**Run 1: cell density map**

The die is cut into 18 by 15 equal tiles; white is low, dark blue is high, 0 to 100% covered.
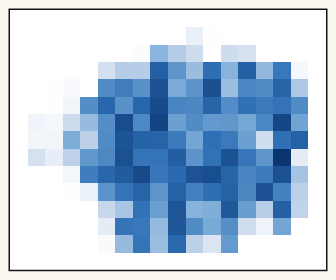
**Run 1: placed cells, one colour a class**

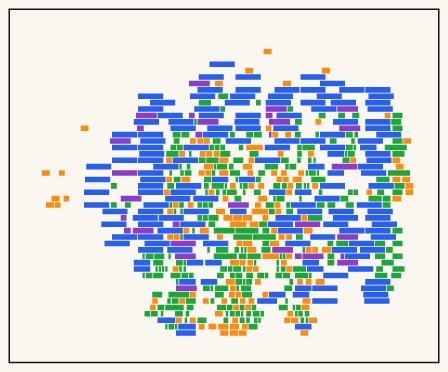
**Run 1: signal wires on met3**

Bar = 50 um.
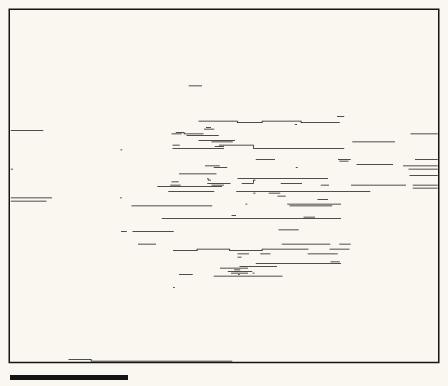
**Run 1: cell placement**

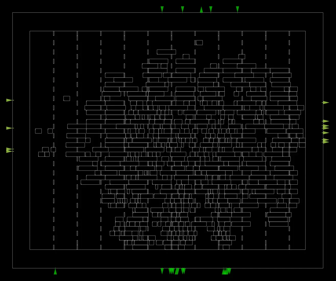
## src/rtl/uart_pkg.sv

```systemverilog
// ============================================================================
// Module  : uart_pkg
// Brief   : Shared widths and capture-FSM encoding for the UART receive path.
// Revision: 1.0 - initial release
// ============================================================================
`default_nettype none

package uart_pkg;

  localparam int UART_DATA_W = 8;

  localparam logic [0:0] CAP_IDLE = 1'b0;
  localparam logic [0:0] CAP_CLR  = 1'b1;

endpackage

`default_nettype wire

```

## src/rtl/uart_fifo_mem.sv

```systemverilog
// ============================================================================
// Module  : uart_fifo_mem
// Brief   : Circular FIFO storage with occupancy counter and registered FWFT head.
// Revision: 1.0 - initial release
// ============================================================================
`default_nettype none

module uart_fifo_mem
  import uart_pkg::*;
#(
  parameter  int DEPTH = 16,
  localparam int AW    = $clog2(DEPTH)
) (
  input  logic                   clk,
  input  logic                   rst,
  input  logic                   push,
  input  logic [UART_DATA_W-1:0] wr_data,
  input  logic                   pop,
  output logic [UART_DATA_W-1:0] rd_data,
  output logic                   rd_valid,
  output logic [AW:0]            count,
  output logic                   full
);

  localparam logic [AW:0] c_depth = (AW+1)'(DEPTH);

  logic [UART_DATA_W-1:0] r_mem [DEPTH];
  logic [AW-1:0]          r_wr_ptr;
  logic [AW-1:0]          r_rd_ptr;
  logic [AW:0]            r_count;
  logic [UART_DATA_W-1:0] r_rd_data;
  logic                   r_stale;
  logic [AW-1:0]          w_rd_ptr_next;
  logic                   w_load;

  always_comb begin
    w_rd_ptr_next = pop ? r_rd_ptr + AW'(1) : r_rd_ptr;
    // Head register only refreshes while an already-stored entry remains after this pop.
    w_load        = r_count > {{AW{1'b0}}, pop};
  end

  always_ff @(posedge clk) begin
    if (push) begin
      r_mem[r_wr_ptr] <= wr_data;
    end
  end

  always_ff @(posedge clk) begin
    if (rst) begin
      r_wr_ptr  <= '0;
      r_rd_ptr  <= '0;
      r_count   <= '0;
      r_rd_data <= '0;
      r_stale   <= 1'b0;
    end else begin
      if (push) begin
        r_wr_ptr <= r_wr_ptr + AW'(1);
      end
      r_rd_ptr <= w_rd_ptr_next;
      case ({push, pop})
        2'b10:   r_count <= r_count + (AW+1)'(1);
        2'b01:   r_count <= r_count - (AW+1)'(1);
        default: r_count <= r_count;
      endcase
      if (w_load) begin
        r_rd_data <= r_mem[w_rd_ptr_next];
      end
      // A byte written into the slot that becomes the head is readable one cycle later.
      r_stale <= push && (r_wr_ptr == w_rd_ptr_next);
    end
  end

  assign rd_data  = r_rd_data;
  assign rd_valid = (r_count != '0) && !r_stale;
  assign count    = r_count;
  assign full     = (r_count == c_depth);

endmodule

`default_nettype wire

```

## src/rtl/uart_rx_fifo.sv

```systemverilog
// ============================================================================
// Module  : uart_rx_fifo
// Brief   : Drains UART receiver bytes via rdy/rdy_clr into an FWFT FIFO.
// Revision: 1.0 - initial release
// ============================================================================
`default_nettype none

module uart_rx_fifo
  import uart_pkg::*;
#(
  parameter  int DEPTH = 16,
  localparam int AW    = $clog2(DEPTH)
) (
  input  logic                   clk,
  input  logic                   rst,
  input  logic [UART_DATA_W-1:0] rx_data,
  input  logic                   rx_rdy,
  output logic                   rx_rdy_clr,
  output logic [UART_DATA_W-1:0] rd_data,
  output logic                   rd_valid,
  input  logic                   rd_ready,
  output logic [AW:0]            count,
  output logic                   full,
  output logic                   overflow,
  input  logic                   ovf_clr
);

  logic [0:0] r_state;
  logic       r_rdy_clr;
  logic       r_overflow;
  logic       w_capture;
  logic       w_pop;
  logic       w_push;

  always_comb begin
    w_capture = (r_state == CAP_IDLE) && rx_rdy;
    w_pop     = rd_valid && rd_ready;
    // A same-cycle pop frees a slot, so a full FIFO can still accept.
    w_push    = w_capture && (!full || w_pop);
  end

  always_ff @(posedge clk) begin
    if (rst) begin
      r_state   <= CAP_IDLE;
      r_rdy_clr <= 1'b0;
    end else begin
      case (r_state)
        CAP_IDLE: begin
          if (rx_rdy) begin
            r_rdy_clr <= 1'b1;
            r_state   <= CAP_CLR;
          end
        end
        CAP_CLR: begin
          r_rdy_clr <= 1'b0;
          r_state   <= CAP_IDLE;
        end
        default: begin
          r_rdy_clr <= 1'b0;
          r_state   <= CAP_IDLE;
        end
      endcase
    end
  end

  always_ff @(posedge clk) begin
    if (rst) begin
      r_overflow <= 1'b0;
    end else if (w_capture && !w_push) begin
      r_overflow <= 1'b1;
    end else if (ovf_clr) begin
      r_overflow <= 1'b0;
    end
  end

  uart_fifo_mem #(
    .DEPTH (DEPTH)
  ) u_fifo (
    .clk      (clk),
    .rst      (rst),
    .push     (w_push),
    .wr_data  (rx_data),
    .pop      (w_pop),
    .rd_data  (rd_data),
    .rd_valid (rd_valid),
    .count    (count),
    .full     (full)
  );

  assign rx_rdy_clr = r_rdy_clr;
  assign overflow   = r_overflow;

endmodule

`default_nettype wire

```

## config.mk

```make
export PLATFORM = sky130hd
export DESIGN_NAME = uart_rx_fifo
export DESIGN_NICKNAME = d
export VERILOG_FILES = /design/src/rtl/uart_pkg.sv /design/src/rtl/uart_fifo_mem.sv /design/src/rtl/uart_rx_fifo.sv
export SDC_FILE = /design/constraint.sdc
export NUM_CORES = 1
export LEC_CHECK = 0
export CAP_MARGIN = 10
export CORE_ASPECT_RATIO = 0.8
export CORE_MARGIN = 10
export CORE_UTILIZATION = 30
export CTS_CLUSTER_DIAMETER = 200
export DETAILED_ROUTE_END_ITERATION = 8
export PLACE_DENSITY = 0.56
export SYNTH_ARGS = -nofsm -noshare
export SYNTH_HDL_FRONTEND = slang
export SYNTH_SLANG_ARGS = --single-unit
```

## constraint.sdc

```tcl
create_clock -name clk -period 2.75 [get_ports clk]
set_clock_uncertainty 0.2 [all_clocks]
set_input_delay 0.55 -clock clk [delete_from_list [all_inputs] [get_ports clk]]
set_output_delay 0.55 -clock clk [all_outputs]
set_load 0.05 [all_outputs]
```

==> notes.md, run 1 <==
run results: Power Combinational between 0.004 and 0.005 W, initial antenna violation count 0, most frequent logic cell in the layout edfxtp_1, GP Congestion approximately 0.9, die width 181.9 um, first-pass GRT wire length approximately 28 mm, CP endpoint kind flop, Max-Cap Viols 0, met1 Track Usage GR 17.83%, most flop-heavy register u_fifo.r_mem, Final TNS setup -1012 ps, Multi-Input Combinational about 260, met2 usage 20.68%, WP depth 9, status complete, but fails checks, M1 WL 8.342 mm, routed wire length 18.36 mm, Critical path buffers and inverters 2, fin area approximately 8900 um^2, largest net degree at the start of global routing 25, AO/OA Area Share between 10% and 20%, P_leak 3.122 nW, reg-to-reg endpoint u_fifo.rd_data[4]$_SDFFE_PP0N_, fin cells around 860, Dominant comb cell AND-OR/OR-AND gates, cell-internal power 0.006205 W, final net count roughly 600, wire per inst ~21 um, most frequent cells in the layout edfxtp_1 (128), buf_4 (89), nor2_1 (46), clkdlybuf4s50_1 (26), buf_6 (23), Fmax roughly 340 MHz, number of enable flip-flop cells 128, ClkCell Share ~7.0%, synthesized-area fraction occupied by adder cells under 10%, Top cell area share about three fifths, Max stage delay on crit path 540 ps, yosys xor share just under 3%, DR WL met3 1.133 mm, Tot Pwr 0.009578 W, Yosys Instances 443, hold wc startpoint r_state$_SDFF_PP0_, nonclk buf count between 100 and 150, DR WL met2 approximately 8.6 mm, Logic pwr share a little under half, Sw Pwr 0.003372 W, ys async rst share 0%, Seq area share approximately half, CLK BUF 17, Worst-path clk slew approximately 60 ps, highest metal used met4, CTS root buffer clkbuf_16, Post-synth area hogs edfxtp_1 (61%), dfxtp_1 (8.0%), a221oi_1 (3.9%), FF-to-FF setup slack -210 ps, Global Route Usage Sum 13.39%, initial DRC count around 450, unrepaired setup endpoints after global routing true, final-layout non-clock buffer area share 14.45%, multi-input combinational area share roughly 25%, CTS HTree Levels 4, CTS tree done, worst-path maximum fanout 5, hold slack roughly 250 ps, Inverters 5, Die H ~150 um, Remaining DRCs 0, hold crit path type reg2reg, Tcrit/Tclk final 107.6%, Sw Share 35.21%, Ports 30, Seq pwr share around 29%, VDD IR-drop max 0.6078 mV, DP HPWL between 10 and 15 mm, port buffer count 29, register area ~4400 um^2, AND/OR/NAND/NOR Cells, Area Fraction just under 8%, Unique cell types 53, Late-Pin Clk Latency ~420 ps, cts hold-fix bufs 0, grt ovf 0, 1st-pass router iterations 5, yosys stat chip area approximately 6300 um^2, clock power share 25.7%, diodes inserted 0, FF-to-FF Start u_fifo.count[4]$_SDFFE_PP0P_, Synth Seq Share between 60 and 70%, #FFs+latches synth 153, fraction of layout cells with a size suffix above 1 a little under two fifths, crit path kind reg2reg, # clock sinks 153, Worst slew margin 47.80%, Worst path top cell family by delay simple AND/OR/NAND/NOR gates, Clk power 0.00246 W, final slew viol count 0, Critical-path top delay cell or4_4, Syn. warnings 0, crit-path cells or4_4 > o21ai_4 > buf_6 > mux2i_4 > buf_6 > a22o_1 > o22ai_2 > or4_4 > a311oi_2, WHS Endpoint rx_rdy_clr$_SDFFE_PP0P_, post-place setup slack -458.2 ps, power per cell area about 1100 nW/um^2, vias per cell approximately 5.3, CTS Buf Count 17, post-layout min period ~3000 ps, cell depth of the worst hold path 1, Post-Syn Area roughly 6300 um^2, Placed Cells approximately 810, Mapped Cells 443, failing checks negative setup slack, logic area around 2200 um^2, Least-Margin Pin Slew ~780 ps, Synth Area per Inst about 14 um^2, maximum clock path buffer count 2, remaining antenna violation count 0, CP endpoint u_fifo.rd_data[4]$_SDFFE_PP0N_, Final Worst Setup Slack -208.8 ps, Setup-failing EPs final 10, leading area contributor after synthesis edfxtp_1, Final Hold Violation Tally 0, worst endpoint required time roughly 2900 ps, Synthesized Nets 466, Dominant Register Cell edfxtp_1, Synth-to-Final Area Change 40.80%, Seq. pwr roughly 0.0028 W, dpl cell area 7590 um^2, critical path startpoint category flop, max reg flops ~130, CP Data Arrival Time 3090 ps, Die Area around 27000 um^2, GRT busiest layer met2, largest power group combinational cells, crit path from u_fifo.count[4]$_SDFFE_PP0P_, Top class by area sequential cells, vias in the first global route approximately 4600, Reg2Reg Depth 9, post-synthesis mux area share 0.8151%, tool warnings 32
## Picture notes: 'cell density map'
nearly empty tiles	44%
tiles over 75% full	14%
densest ninth of the die	middle
FP Util: 30.49%
Layout Utilization: 42.93%
Core Box Area: 20640 um^2

## Picture notes: 'placed cells, one colour a class'
colour	class	cells
green	all other logic	266
orange	other buffers and delay cells	143
purple	clock drivers and dummy loads	31
blue	flip-flops	153

## Picture notes: 'signal wires on met3'
share of all routed wire	6.2%
main direction	horizontal
wire length on this layer	1130 um
nets with wire on the layer	67
via count: 4546
met3 Track Usage GR: 3.475%

## Picture notes: 'cell placement'
std cell rows: 47
TAP cells: 269
Flop Count: 153
FILL cells: 1837

==> run 1: what timing repair did <==
action	4_1_cts	5_1_grt
pin swaps	34	33
setup endpoints to repair	11	13
resized	51	45
cloned	0	0
buffers inserted	14	6
==> run 1: cell usage after synthesis (2+ instances only) <==
library cell	number
edfxtp_1	128
nor2_1	49
a221oi_1	28
dfxtp_1	25
o22ai_1	22
a22oi_1	14
clkbuf_1	13
nor3_1	12
nand2_1	11
a21oi_1	10
a221o_1	10
ha_1	9
nand3_1	8
xnor2_1	8
o221ai_1	7
a311oi_1	6
xor2_1	6
buf_2	5
o21ai_0	5
a211oi_1	4
a31oi_1	4
mux2i_1	4
nand2b_1	4
nand4_1	4
nor2b_1	4
nor4_1	4
buf_1	3
buf_4	3
inv_1	3
or4_1	3
a21o_1	2
a22o_1	2
o211ai_1	2
or3_1	2
**Run 1: register map, names as in the netlist**

Bar = 50 um. Other sequential cells in the stronger grey, the rest of the logic in the fainter grey.
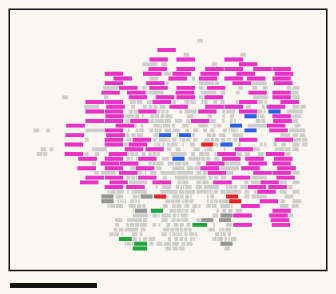

==> run 1 -> run 2 <==
--- a/config.mk
+++ b/config.mk
@@ -11,7 +11,7 @@
 export CORE_UTILIZATION = 30
 export CTS_CLUSTER_DIAMETER = 200
 export DETAILED_ROUTE_END_ITERATION = 8
-export PLACE_DENSITY = 0.56
+export PLACE_DENSITY = 0.54
 export SYNTH_ARGS = -nofsm -noshare
 export SYNTH_HDL_FRONTEND = slang
 export SYNTH_SLANG_ARGS = --single-unit
==> constraint.sdc (replaced) <==
create_clock -name clk -period 3.81 [get_ports clk]
set_clock_uncertainty 0.2 [all_clocks]
set_input_delay 0.762 -clock clk [delete_from_list [all_inputs] [get_ports clk]]
set_output_delay 0.762 -clock clk [all_outputs]
set_load 0.05 [all_outputs]
**Run 2: register map, names as in the netlist**

Bar = 50 um. Other sequential cells in the stronger grey, the rest of the logic in the fainter grey.
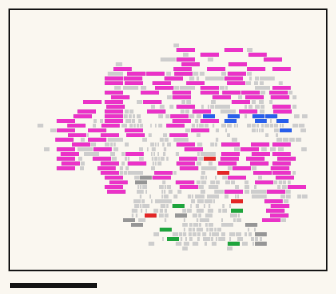
colour	netlist name	placed flops
blue	`u_fifo.rd_data`	8
magenta	`u_fifo.r_mem`	128
green	`u_fifo.count`	5
red	`u_fifo.r_rd_ptr`	4
not coloured	8
register area: 4344 um^2
Seq area share: 56.37%
Seq. pwr: 0.00199 W

**Run 2: signal wires on met3**

Bar = 50 um.
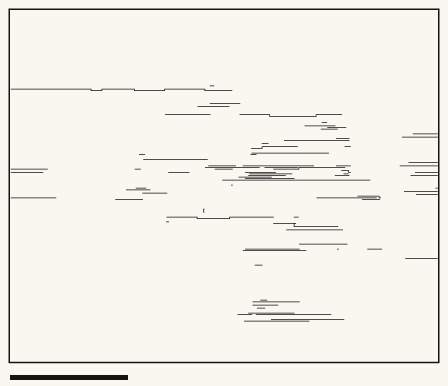
main direction	horizontal
longest straight run	62.6 um
share of all routed wire	7.3%
nets with wire on the layer	60

==> run 2 against run 1 <==
Compared with the run above: combinational power down 54%; die area unchanged; core utilization down 5.6 points; sequential share of layout area up 7.2 points; worst setup slack better by 650 ps; the run now ends clean; total power down 41%; critical path type is now reg2out; area after synthesis unchanged.
==> notes.md, run 2 <==
run results: Setup-failing EPs final 0 (-10), met2 usage 18.43% (-2.3 points), # clock sinks 153 (unchanged), Dominant Register Cell edfxtp_1, CLK BUF 17 (unchanged), # Post-CTS Setup Buffers 0 (-14), Inverters 5 (unchanged), Final Hold Violation Tally 0 (unchanged), GRT busiest layer met2, hold wc startpoint r_state$_SDFF_PP0_, post-layout min period around 3400 ps, CTS resizes 0 (-100%), top-count cell post-synth edfxtp_1, Logic pwr share 35.8% (-9.9 points), yosys stat chip area 6294 um^2 (unchanged), Top cell area share 61.07% (unchanged), critical path startpoint category flop, Remaining DRCs 0 (unchanged), largest net degree at the start of global routing 26 (+4.0%), Late-Pin Clk Latency 430 ps (about the same), WHS Endpoint rx_rdy_clr$_SDFFE_PP0P_, #FFs+latches synth 153 (unchanged), Tot Pwr 0.005609 W (-41%), Critical path buffers and inverters 1 (-1), CTS Buf Count 17 (unchanged), met3 Track Usage GR 3.740% (+0.27 points), die width 181.9 um (unchanged), logic area 1824 um^2 (-19%), wire per inst 20.78 um (-2.4%), most frequent logic cell in the layout edfxtp_1, DR WL met2 7.514 mm (-13%), crit-path cells or4_4 > nor2_1 > nor2_1 > clkdlybuf4s50_1, fin cells 791 (-8.2%), ClkCell Share 7.355% (+0.34 points), Power Combinational 0.00201 W (-54%), crit path from u_fifo.count[4]$_SDFFE_PP0P_, worst endpoint required time 2850 ps (-30 ps), Synth-to-Final Area Change 22.45%, grt ovf 0 (unchanged), final slew viol count 0 (unchanged), clock power share 28.7% (+3.0 points), Tcrit/Tclk final about 88%, Die Area 27210 um^2 (unchanged), Unique cell types 53 (unchanged), TAP cells 269 (unchanged), Post-synth area hogs edfxtp_1 (61%), dfxtp_1 (8.0%), a221oi_1 (3.9%), largest power group combinational cells, Max-Cap Viols 0 (unchanged), crit path kind reg2out, Final TNS setup 0 ps (+1012 ps), 1st-pass router iterations 5 (unchanged), Worst-path clk slew 60 ps (about the same), status finished clean, Syn. warnings 0 (unchanged), max reg flops 128 (unchanged), CTS tree done, CTS root buffer clkbuf_16, diodes inserted 1 (+1), fraction of layout cells with a size suffix above 1 15.74% (-21 points), Post-Syn Area 6294 um^2 (unchanged), highest metal used met4, DR WL met3 1.203 mm (+6.2%), Die H 149.6 um (unchanged), CP endpoint rd_valid, cell depth of the worst hold path 1 (unchanged), first-pass GRT wire length 25.32 mm (-8.0%), FF-to-FF Start u_fifo.count[4]$_SDFFE_PP0P_, leading area contributor after synthesis edfxtp_1, remaining antenna violation count 0 (unchanged)
**Run 2: placed cells, one colour a class**

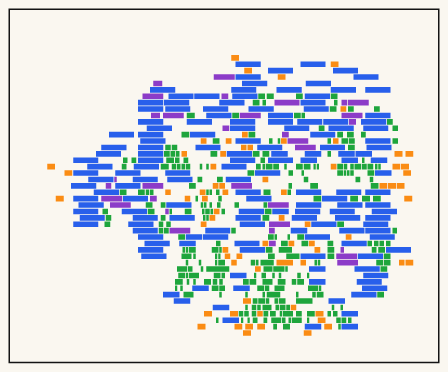
fin area: 7706 um^2
Layout Utilization: 37.33%

-- run 2: cell count changes in the layout (fill, tap and decap cells not counted), moves of 7 or more --
cell,change
a221oi_1,+7
o22ai_2,-10
o22ai_1,+10
a221oi_2,-7
buf_4,-49
buf_6,-23
-- run 2: kinds of logic (layout without fill, tap and decap cells) --
kind of cell / count (synthesis) / in the layout / share of synthesized area (%)
DFF: 153 / 153 / 69.03
AOI/OAI and AO/OA: 123 / 123 / 15.19
and+or+nand+nor: 106 / 106 / 7.913
buffers and inverters: 29 / 107 / 2.048
xor gates and xnor gates: 17 / 17 / 2.903
adders and majority gates: 10 / 10 / 2.107
muxes: 5 / 5 / 0.8151
other: 0 / 1 / 0
**Run 2: cell density map**

The die is cut into 18 by 15 equal tiles; white is low, dark blue is high, 0 to 100% covered.
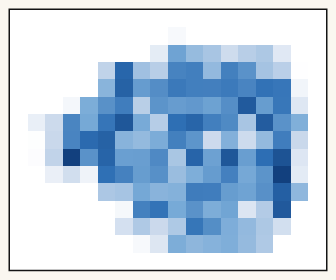

==> run 2 -> run 3 <==
--- a/config.mk
+++ b/config.mk
@@ -11,7 +11,6 @@
 export CORE_UTILIZATION = 30
 export CTS_CLUSTER_DIAMETER = 200
 export DETAILED_ROUTE_END_ITERATION = 8
-export PLACE_DENSITY = 0.54
 export SYNTH_ARGS = -nofsm -noshare
 export SYNTH_HDL_FRONTEND = slang
 export SYNTH_SLANG_ARGS = --single-unit
**Run 3: cell density map**

The die is cut into 18 by 15 equal tiles; white is low, dark blue is high, 0 to 100% covered.
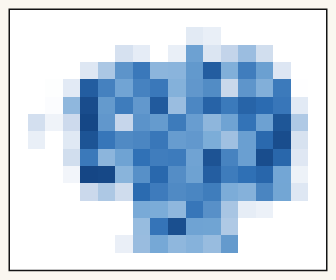
emptiest ninth of the die	bottom left
fullest tile	91%
tiles over 75% full	8.1%
mean over tiles	27%
densest ninth of the die	middle

**Run 3: cell placement**

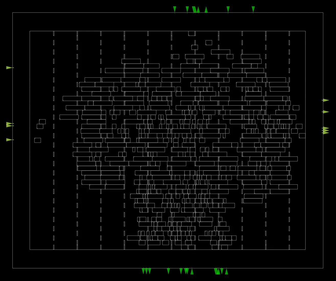
FILL cells: 1911
Layout Utilization: 37.47%
fin cells: 788

**Run 3: signal wires on met3**

Bar = 50 um.
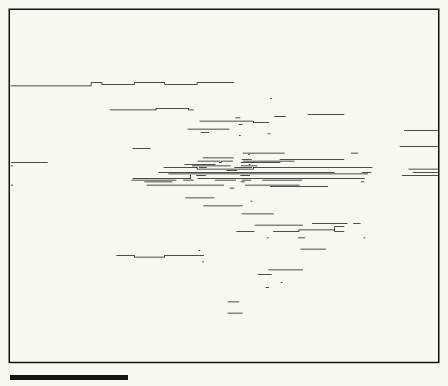
wire length on this layer	1180 um
longest straight run	84.6 um
share of all routed wire	7.4%
main direction	horizontal

==> run 3 against run 2 <==
Compared with the run above: global-route usage down 0.15 points; maximum frequency down 0.24%; core utilization rose by 0.13 points; wire length fell by 2.3%; critical endpoint is now u_fifo.rd_data[4]$_SDFFE_PP0N_.
==> notes.md, run 3 <==
run results: Mapped Cells about 440, most flop-heavy register u_fifo.r_mem, Logic pwr share 34.6% (-1.2 points), CLK BUF 23 (+6), Critical path buffers and inverters 2 (+1), grt ovf 0 (unchanged), crit path from u_fifo.count[1]$_SDFFE_PP0P_, Core Box Area about 21000 um^2, DR WL met3 1.184 mm (-1.6%), ClkCell Share 7.911% (+0.56 points), ys async rst share 0%, crit path kind reg2reg, final-layout non-clock buffer area share roughly 7.7%, most frequent logic cell in the layout edfxtp_1, final slew viol count 0 (unchanged), post-place setup slack around 120 ps, CTS tree done, M1 WL between 7 and 8 mm, Final TNS setup 0 ps (unchanged), first-pass GRT wire length 24.90 mm (-1.7%), Flop Count 153, Unique cell types 53 (unchanged), Final Worst Setup Slack roughly 430 ps, hold wc startpoint r_state$_SDFF_PP0_, clock power share 30.1% (+1.4 points), FP Util 30.49%, GP Congestion 0.8540, Worst slew margin a little over two fifths, logic area 1824 um^2 (unchanged), #FFs+latches synth 153 (unchanged), dpl cell area a little over 7000 um^2, cell-internal power 0.003704 W, TAP cells 269 (unchanged), Max stage delay on crit path a little under 600 ps, hold slack ~240 ps, DR WL met2 7.546 mm (+0.43%), CTS resizes 0 (unchanged), fin area 7734 um^2 (+0.36%), leading area contributor after synthesis edfxtp_1, Inverters 5 (unchanged), Seq area share 56.17% (-0.20 points), port buffer count 29, CTS root buffer clkbuf_16, Worst path top cell family by delay simple AND/OR/NAND/NOR gates, Max-Cap Viols 0 (unchanged), critical path startpoint category flop, Synth-to-Final Area Change 22.88%, Late-Pin Clk Latency 420 ps (about the same), Synth Seq Share about 69%, Sw Pwr between 0.0015 and 0.002 W, cell depth of the worst hold path 1 (unchanged), Post-synth area hogs edfxtp_1 (61%), dfxtp_1 (8.0%), a221oi_1 (3.9%), vias per cell roughly 5.3, worst-path maximum fanout 14, CTS Buf Count 17 (unchanged), register area 4344 um^2 (unchanged), Yosys Instances ~440, most frequent cells in the layout edfxtp_1 (128), nor2_1 (49), buf_4 (38), clkdlybuf4s50_1 (29), a221oi_1 (28), WP depth 8, WHS Endpoint rx_rdy_clr$_SDFFE_PP0P_, Syn. warnings 0 (unchanged), via count approximately 4200, multi-input combinational area share 23.59%, Fmax roughly 300 MHz, Seq pwr share a little over a third, fraction of layout cells with a size suffix above 1 15.03% (-0.71 points), Multi-Input Combinational around 260, routed wire length 16.06 mm, cts hold-fix bufs 0, max reg flops 128 (unchanged), wire per inst 20.37 um (-2.0%), 1st-pass router iterations 7 (+2), Worst-path clk slew 60 ps (about the same), tool warnings 29, crit-path cells or4_4 > o21ai_4 > inv_4 > xnor2_4 > buf_4 > a221oi_1 > or4_1 > a311oi_1, die width 181.9 um (unchanged), hold crit path type reg2reg, status finished clean, Die Area 27210 um^2 (unchanged), Placed Cells between 700 and 800, P_leak between 2 and 3 nW, Power Combinational 0.00196 W (-2%), DP HPWL 10.85 mm, vias in the first global route between 4000 and 5000, post-layout min period 3376 ps (+8.259 ps), initial antenna violation count 0, Synth Area per Inst 14.21 um^2, Top class by area sequential cells, Tot Pwr 0.005663 W (+0.97%), diodes inserted 0 (-1), Critical-path top delay cell or4_4, Top cell area share 61.07% (unchanged), Post-Syn Area 6294 um^2 (unchanged), largest net degree at the start of global routing 26 (unchanged), highest metal used met4, reg-to-reg endpoint u_fifo.rd_data[4]$_SDFFE_PP0N_, Tcrit/Tclk final 88.61% (+0.22 points), # clock sinks 153 (unchanged), Ports 30, number of enable flip-flop cells 128, Die H 149.6 um (unchanged), maximum clock path buffer count 2, Seq. pwr 0.00200 W (about the same), Commonest cells post-synth edfxtp_1 (128), nor2_1 (49), a221oi_1 (28), largest power group sequential cells, CTS HTree Levels 4, # Post-CTS Setup Buffers 0 (unchanged), Synthesized Nets 466, FF-to-FF setup slack 430 ps, Least-Margin Pin Slew approximately 850 ps, CP endpoint u_fifo.rd_data[4]$_SDFFE_PP0N_, nonclk buf count just under 70, remaining antenna violation count 0 (unchanged), Reg2Reg Depth 8, CP endpoint kind flop, top-count cell post-synth edfxtp_1, Final Hold Violation Tally 0 (unchanged), Setup-failing EPs final 0 (unchanged), Global Route Usage Sum between 10 and 15%, FF-to-FF Start u_fifo.count[1]$_SDFFE_PP0P_, initial DRC count 374, power per cell area about 730 nW/um^2, worst endpoint required time 3940 ps (+1090 ps), Remaining DRCs 0 (unchanged), Dominant Register Cell edfxtp_1, final net count 529, yosys stat chip area 6294 um^2 (unchanged)
## run 3: per-layer routing
layer / global-route usage [%] / vias to the layer above
met5: 0 / -
met3: 4.319 / 23
met1: 14.90 / 2124
met4: 4.385 / 0
li1: - / 1926
met2: 19.07 / 141
## run 3: kinds of logic (layout without fill, tap and decap cells)
| logic type | count (synthesis) | in the layout | synth area share [%] |
|---|---|---|---|
| flip-flops | 153 | 153 | 69.03 |
| AND-OR/OR-AND | 123 | 123 | 15.19 |
| AND/OR/NAND/NOR | 106 | 106 | 7.913 |
| buffers and inverters | 29 | 105 | 2.048 |
| XOR/XNOR | 17 | 17 | 2.903 |
| adder cells (fa/ha/maj) | 10 | 10 | 2.107 |
| multiplexers | 5 | 5 | 0.8151 |
Power and IR drop assume default switching activity.
